### src/rtl/uart_pkg.sv
// Shared definitions for the UART transmit arbiter: byte width,
// arbiter state encoding and an index-width helper.
package uart_pkg;

   localparam int UART_DATA_W = 8;

   typedef enum logic [1:0] {
      ST_IDLE        = 2'd0,
      ST_SEND        = 2'd1,
      ST_WAIT_ACTIVE = 2'd2,
      ST_WAIT_DONE   = 2'd3
   } tx_arb_state_t;

   // Width of an index into n requesters (never narrower than one bit).
   function automatic int id_width(input int n);
      return (n > 1) ? $clog2(n) : 1;
   endfunction

endpackage

### src/rtl/uart_tx_arbiter_if.sv
// Handshake bundle between byte producers, the arbiter and the UART
// transmitter. The arbiter takes the master view; producers and the
// transmitter together form the slave view.
interface uart_tx_arbiter_if #(
   parameter int NUM_REQ = 4
);
   localparam int ID_W = uart_pkg::id_width(NUM_REQ);

   logic                                      enable;
   logic [NUM_REQ-1:0]                        req_valid;
   logic [NUM_REQ*uart_pkg::UART_DATA_W-1:0]  req_data;
   logic [NUM_REQ-1:0]                        req_ready;
   logic                                      tx_send;
   logic [uart_pkg::UART_DATA_W-1:0]          tx_data;
   logic                                      tx_active;
   logic                                      tx_done;
   logic                                      busy;
   logic [ID_W-1:0]                           grant_id;
   logic                                      timeout_err;

   modport master (
      input  enable, req_valid, req_data, tx_active, tx_done,
      output req_ready, tx_send, tx_data, busy, grant_id, timeout_err
   );

   modport slave (
      output enable, req_valid, req_data, tx_active, tx_done,
      input  req_ready, tx_send, tx_data, busy, grant_id, timeout_err
   );

endinterface

### src/rtl/rr_pick.sv
// Combinational round-robin selector: returns the first requesting
// index found searching upward from ptr+1, wrapping modulo NUM_REQ.
module rr_pick
   import uart_pkg::*;
#(
   parameter int NUM_REQ = 4,
   parameter int ID_W    = id_width(NUM_REQ)
) (
   input  logic [NUM_REQ-1:0] req_vec,
   input  logic [ID_W-1:0]    ptr,
   output logic [NUM_REQ-1:0] grant,
   output logic [ID_W-1:0]    grant_idx,
   output logic               any_valid
);

   // cand_idx[k] is the requester examined at search position k.
   logic [ID_W-1:0] cand_idx [NUM_REQ];

   genvar gi;
   generate
      for (gi = 0; gi < NUM_REQ; gi++) begin : g_cand
         logic [ID_W:0] sum;
         assign sum          = {1'b0, ptr} + (ID_W+1)'(gi + 1);
         assign cand_idx[gi] = (sum >= (ID_W+1)'(NUM_REQ))
                               ? ID_W'(sum - (ID_W+1)'(NUM_REQ))
                               : sum[ID_W-1:0];
      end
   endgenerate

   // Priority scan over the rotated order; the first hit wins.
   always_comb begin
      grant     = '0;
      grant_idx = '0;
      any_valid = 1'b0;
      for (int k = 0; k < NUM_REQ; k++) begin
         if (!any_valid && req_vec[cand_idx[k]]) begin
            any_valid = 1'b1;
            grant_idx = cand_idx[k];
         end
      end
      if (any_valid) begin
         grant[grant_idx] = 1'b1;
      end
   end

endmodule

### src/rtl/uart_tx_arbiter.sv
// Shares one UART transmitter among NUM_REQ byte producers. Grants one
// byte at a time round-robin, strobes send for one cycle, holds the byte
// until the transmitter reports done, and aborts when the transmitter
// never goes active within START_TIMEOUT cycles.
module uart_tx_arbiter
   import uart_pkg::*;
#(
   parameter int NUM_REQ       = 4,
   parameter int START_TIMEOUT = 1023
) (
   input  logic              clock,
   input  logic              reset,
   uart_tx_arbiter_if.master bus
);

   localparam int ID_W  = id_width(NUM_REQ);
   localparam int CNT_W = $clog2(START_TIMEOUT + 1);

   localparam logic [ID_W-1:0]  PTR_INIT = ID_W'(NUM_REQ - 1);
   localparam logic [CNT_W-1:0] CNT_LAST = CNT_W'(START_TIMEOUT - 1);
   // With a one-cycle budget the pulse has to be scheduled on the SEND edge.
   localparam bit TIMEOUT_AT_SEND = (START_TIMEOUT == 1);

   tx_arb_state_t          state_reg;
   logic [ID_W-1:0]        ptr_reg;
   logic [ID_W-1:0]        grant_id_reg;
   logic [CNT_W-1:0]       cnt_reg;
   logic [UART_DATA_W-1:0] tx_data_reg;
   logic [NUM_REQ-1:0]     req_ready_reg;
   logic                   tx_send_reg;
   logic                   busy_reg;
   logic                   timeout_err_reg;

   logic [NUM_REQ-1:0]     pick_grant;
   logic [ID_W-1:0]        pick_idx;
   logic                   pick_any;

   logic [UART_DATA_W-1:0] req_bytes [NUM_REQ];

   genvar gi;
   generate
      for (gi = 0; gi < NUM_REQ; gi++) begin : g_bytes
         assign req_bytes[gi] = bus.req_data[gi*UART_DATA_W +: UART_DATA_W];
      end
   endgenerate

   rr_pick #(
      .NUM_REQ (NUM_REQ),
      .ID_W    (ID_W)
   ) u_pick (
      .req_vec   (bus.req_valid),
      .ptr       (ptr_reg),
      .grant     (pick_grant),
      .grant_idx (pick_idx),
      .any_valid (pick_any)
   );

   // Sequencer: grant, strobe, wait for start, wait for done; all outputs registered.
   // cnt_reg holds the number of cycles elapsed since the SEND cycle, so the
   // timeout pulse is high exactly in the cycle where that count equals
   // START_TIMEOUT, and the block is back in IDLE on the cycle after.
   always_ff @(posedge clock) begin
      if (reset) begin
         state_reg       <= ST_IDLE;
         ptr_reg         <= PTR_INIT;
         grant_id_reg    <= '0;
         cnt_reg         <= '0;
         tx_data_reg     <= '0;
         req_ready_reg   <= '0;
         tx_send_reg     <= 1'b0;
         busy_reg        <= 1'b0;
         timeout_err_reg <= 1'b0;
      end else begin
         tx_send_reg     <= 1'b0;
         req_ready_reg   <= '0;
         timeout_err_reg <= 1'b0;
         case (state_reg)
            ST_IDLE: begin
               cnt_reg <= '0;
               if (bus.enable && pick_any) begin
                  state_reg     <= ST_SEND;
                  tx_send_reg   <= 1'b1;
                  req_ready_reg <= pick_grant;
                  tx_data_reg   <= req_bytes[pick_idx];
                  grant_id_reg  <= pick_idx;
                  ptr_reg       <= pick_idx;
                  busy_reg      <= 1'b1;
               end
            end
            ST_SEND: begin
               state_reg       <= ST_WAIT_ACTIVE;
               cnt_reg         <= CNT_W'(1);
               timeout_err_reg <= TIMEOUT_AT_SEND;
            end
            ST_WAIT_ACTIVE: begin
               cnt_reg <= cnt_reg + CNT_W'(1);
               if (timeout_err_reg) begin
                  // Timed out: the byte is dropped, not retried.
                  state_reg <= ST_IDLE;
                  busy_reg  <= 1'b0;
               end else if (bus.tx_done) begin
                  state_reg <= ST_IDLE;
                  busy_reg  <= 1'b0;
               end else if (bus.tx_active) begin
                  state_reg <= ST_WAIT_DONE;
               end else if (cnt_reg == CNT_LAST) begin
                  timeout_err_reg <= 1'b1;
               end
            end
            ST_WAIT_DONE: begin
               if (bus.tx_done) begin
                  state_reg <= ST_IDLE;
                  busy_reg  <= 1'b0;
               end
            end
            default: begin
               state_reg <= ST_IDLE;
               busy_reg  <= 1'b0;
            end
         endcase
      end
   end

   assign bus.req_ready   = req_ready_reg;
   assign bus.tx_send     = tx_send_reg;
   assign bus.tx_data     = tx_data_reg;
   assign bus.busy        = busy_reg;
   assign bus.grant_id    = grant_id_reg;
   assign bus.timeout_err = timeout_err_reg;

endmodule

### src/flat_wrapper.sv
// flat-port wrapper written by rule: the top's interface ports become plain ports
module uart_tx_arbiter_flat import uart_pkg::*;
#(
   parameter int NUM_REQ       = 4,
   parameter int START_TIMEOUT = 1023
)
  (clock, reset, bus_enable, bus_req_valid, bus_req_data, bus_tx_active, bus_tx_done, bus_req_ready, bus_tx_send, bus_tx_data, bus_busy, bus_grant_id, bus_timeout_err);
  uart_tx_arbiter_if #(.NUM_REQ(NUM_REQ)) bus_i ();
  input  logic clock;
  input  logic reset;
  input wire logic [$bits(bus_i.enable)-1:0] bus_enable;
  input wire logic [$bits(bus_i.req_valid)-1:0] bus_req_valid;
  input wire logic [$bits(bus_i.req_data)-1:0] bus_req_data;
  input wire logic [$bits(bus_i.tx_active)-1:0] bus_tx_active;
  input wire logic [$bits(bus_i.tx_done)-1:0] bus_tx_done;
  output wire logic [$bits(bus_i.req_ready)-1:0] bus_req_ready;
  output wire logic [$bits(bus_i.tx_send)-1:0] bus_tx_send;
  output wire logic [$bits(bus_i.tx_data)-1:0] bus_tx_data;
  output wire logic [$bits(bus_i.busy)-1:0] bus_busy;
  output wire logic [$bits(bus_i.grant_id)-1:0] bus_grant_id;
  output wire logic [$bits(bus_i.timeout_err)-1:0] bus_timeout_err;
  assign bus_i.enable = bus_enable;
  assign bus_i.req_valid = bus_req_valid;
  assign bus_i.req_data = bus_req_data;
  assign bus_i.tx_active = bus_tx_active;
  assign bus_i.tx_done = bus_tx_done;
  assign bus_req_ready = bus_i.req_ready;
  assign bus_tx_send = bus_i.tx_send;
  assign bus_tx_data = bus_i.tx_data;
  assign bus_busy = bus_i.busy;
  assign bus_grant_id = bus_i.grant_id;
  assign bus_timeout_err = bus_i.timeout_err;
  uart_tx_arbiter #(.NUM_REQ(NUM_REQ), .START_TIMEOUT(START_TIMEOUT)) u_core (.clock(clock), .reset(reset), .bus(bus_i));
endmodule
### config.mk
export PLATFORM = sky130hd
export DESIGN_NAME = uart_tx_arbiter_flat
export DESIGN_NICKNAME = d
export VERILOG_FILES = /design/src/rtl/uart_pkg.sv /design/src/rtl/uart_tx_arbiter_if.sv /design/src/rtl/rr_pick.sv /design/src/rtl/uart_tx_arbiter.sv /design/src/flat_wrapper.sv
export SDC_FILE = /design/constraint.sdc
export NUM_CORES = 1
export LEC_CHECK = 0
export CORE_UTILIZATION = 40
export DETAILED_ROUTE_END_ITERATION = 7
export PLACE_DENSITY = 0.7
export RECOVER_POWER = 25
export SETUP_SLACK_MARGIN = 0.02
export SYNTH_ARGS = -nofsm -noshare
export SYNTH_HDL_FRONTEND = slang
export SYNTH_SLANG_ARGS = --single-unit
### constraint.sdc
create_clock -name clock -period 2.37 [get_ports clock]
set_clock_uncertainty 0.15 [all_clocks]
set_input_delay 0.474 -clock clock [delete_from_list [all_inputs] [get_ports clock]]
set_output_delay 0.474 -clock clock [all_outputs]
set_load 0.005 [all_outputs]
io_placement.png
(6 px per um) Pins as bars across the die edge, other pins in grey.
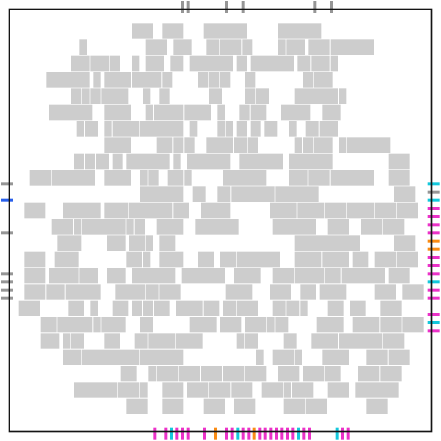
[bus_req_ready] orange | pins: 4 | direction: output | edge: 2 right, 2 bottom
[bus_req_data] magenta | pins: 32 | direction: input | edge: 21 bottom, 11 right
[bus_enable] blue | pins: 1 | direction: input | edge: left
[bus_tx_data] cyan | pins: 8 | direction: output | edge: 4 right, 4 bottom
count of buffers from port buffering: 57
Chip Width: 70.1 um
vertical die dimension: 70.1 um

congestion.png
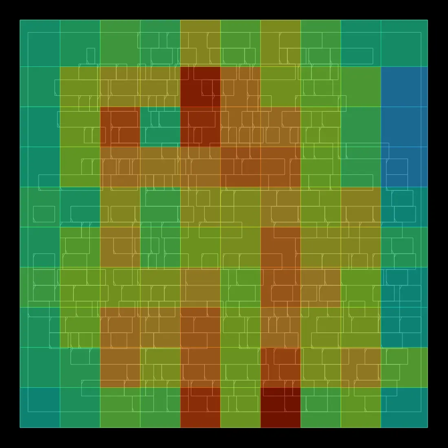
met3 usage: 6.35%
average wire per standard cell: 14.2 um
grt peak-use layer: met2
met1 Use GR: 24.4%

==> run_results.csv <==
group,metric,value,unit
timing,rsz0062_at_grt,"no",
setup_path,r2r_setup_slack,510,ps
clock_tree,hold_buffers,0,
synth,yosys.cell_types.count,46,
timing,share_of_the_cycle_needed_by_the_critical_path_after_routing,88.9,%
power,max-vdd-ir-drop,0.000324,V
power,leakage,0.00106,uW
detailed_routing,remaining_drc_errors,0,
setup_path,timing.critical_path.slowest_stage_cell,"or4_4",
grt,global_route.overflow_total,0,
setup_path,path_max_fanout,10,
timing,fmax,0.475,GHz
finish,final-comb-area,1120,um^2
detailed_routing,routed_via_density,5.19,
timing,hold-worst-slack,330,ps
power,total_power,1750,uW
detailed_routing,routed_wl,4.47,mm
flow_run,log.warning_count,32,
grt,vias_in_the_first_global_route,1693,
timing,report.final.setup_viol,0,
clock_tree,clkTransAtPathRegs,70,ps
run_status,outcome,"finished clean",
timing,timing.final.ws_setup,263,ps
synth,syn_area_per_cell,9.67,um^2
finish,mostFrequentLayoutCell,"clkdlybuf4s50_1",
grt,gr-usage-all-layers,20.1,%
timing,slew-limit-headroom,59.5,%
setup_path,crit_arrival,2160,ps
synth,dominantRegCellSynth,"dfxtp_1",
placed_design,gpl.final_weighted_congestion,0.855,
floorplan,placeableCoreArea,4410,um^2
detailed_routing,route.antenna.remaining_nets,0,
synth,yosys_cells,192,
setup_path,timing.critical_path.required,2430,ps
setup_path,worst_setup_path_end_kind,"flip-flop",
detailed_routing,drt_iter0_markers,56,
clock_tree,clock_tree.root_cell,"clkbuf_8",
floorplan,fp_util,42.1,%
synth,yosysChipArea,1860,um^2
timing,final_max_slew_violation_count,0,
setup_path,critical-path-max-stage-delay,590,ps
clock_tree,post_cts_buffers,0,
critical path: cells and delay by family:
kind	cells	cell delay (ps)
AND/OR/NAND/NOR	3	990
buffers and inverters	1	480
AND-OR/OR-AND	2	210
worst paths after layout:
| path | startpoint | to | depth (start not counted) |
|---|---|---|---|
| worst min-delay path | u_core.bus.busy | u_core.bus.busy | 2 |
| worst min register to register | u_core.bus.busy | u_core.bus.busy | 2 |
| worst max register to register | u_core.state_reg[0] | u_core.state_reg[1] | 6 |
| worst max-delay path | bus_req_valid[1] | u_core.bus.tx_data[2] | 6 |
kinds of logic after synthesis:
group	synth area share (%)
AOI/OAI and AO/OA	27.2
xor gates and xnor gates	2.36
adders and majority gates	5.39
buffers and inverters	6.40
DFF	33.4
muxes	4.31
and+or+nand+nor	21.0
final cells by class:
type | instances | area share (%)
multi-input combinational | 140 | 42.2
timing repair buffer | 70 | 25.5
sequential | 31 | 23.4
clock buffer | 6 | 3.12
tap | 52 | 2.46
inverter | 14 | 1.98
clock inverter | 2 | 1.32
synth_stat cells, drive strengths merged (2+ instances only):
cell type | number | share of area, %
a211oi | 16 | 11
a21oi | 12 | 3.2
a31oi | 9 | 3.0
and3 | 5 | 2.2
and4 | 2 | 0.94
buf | 3 | 2.8
clkbuf | 4 | 0.81
dfxtp | 31 | 33
ha | 8 | 5.4
inv | 14 | 2.8
mux2i | 8 | 4.3
nand2 | 6 | 1.6
nand3 | 6 | 2.3
nand4 | 3 | 1.0
nor2 | 17 | 3.8
nor2b | 6 | 2.8
nor3 | 5 | 1.3
nor4 | 2 | 1.0
o21ai | 7 | 3.3
o21bai | 9 | 3.6
or2 | 2 | 0.67
xor2 | 5 | 2.4
stage by stage:
| step | cells | utilization, % |
|---|---|---|
| final | 315 | 60.0 |
| after floorplan | 192 | - |
| after global routing | 315 | 60.0 |
| after global placement | 307 | 57.5 |
| after detailed placement | 307 | 57.5 |
| after CTS | 315 | 60.1 |
routing by layer:
metal,GRT usage [%],share of wire [%],vias to the layer above
met5,0,0,-
met4,8.00,2.5,0
met3,6.35,5.2,11
met2,32.8,46,46
met1,24.4,46,734
li1,-,-,844
power breakdown:
group	switching [uW]	total, uW	leakage (uW)	internal (uW)
logic	275	584	0.000745	309
clock network	206	546	0.0000612	340
registers	42.9	620	0.000253	577
total	524	1750	0.00106	1230
Power is estimated from default activity; no workload was simulated.
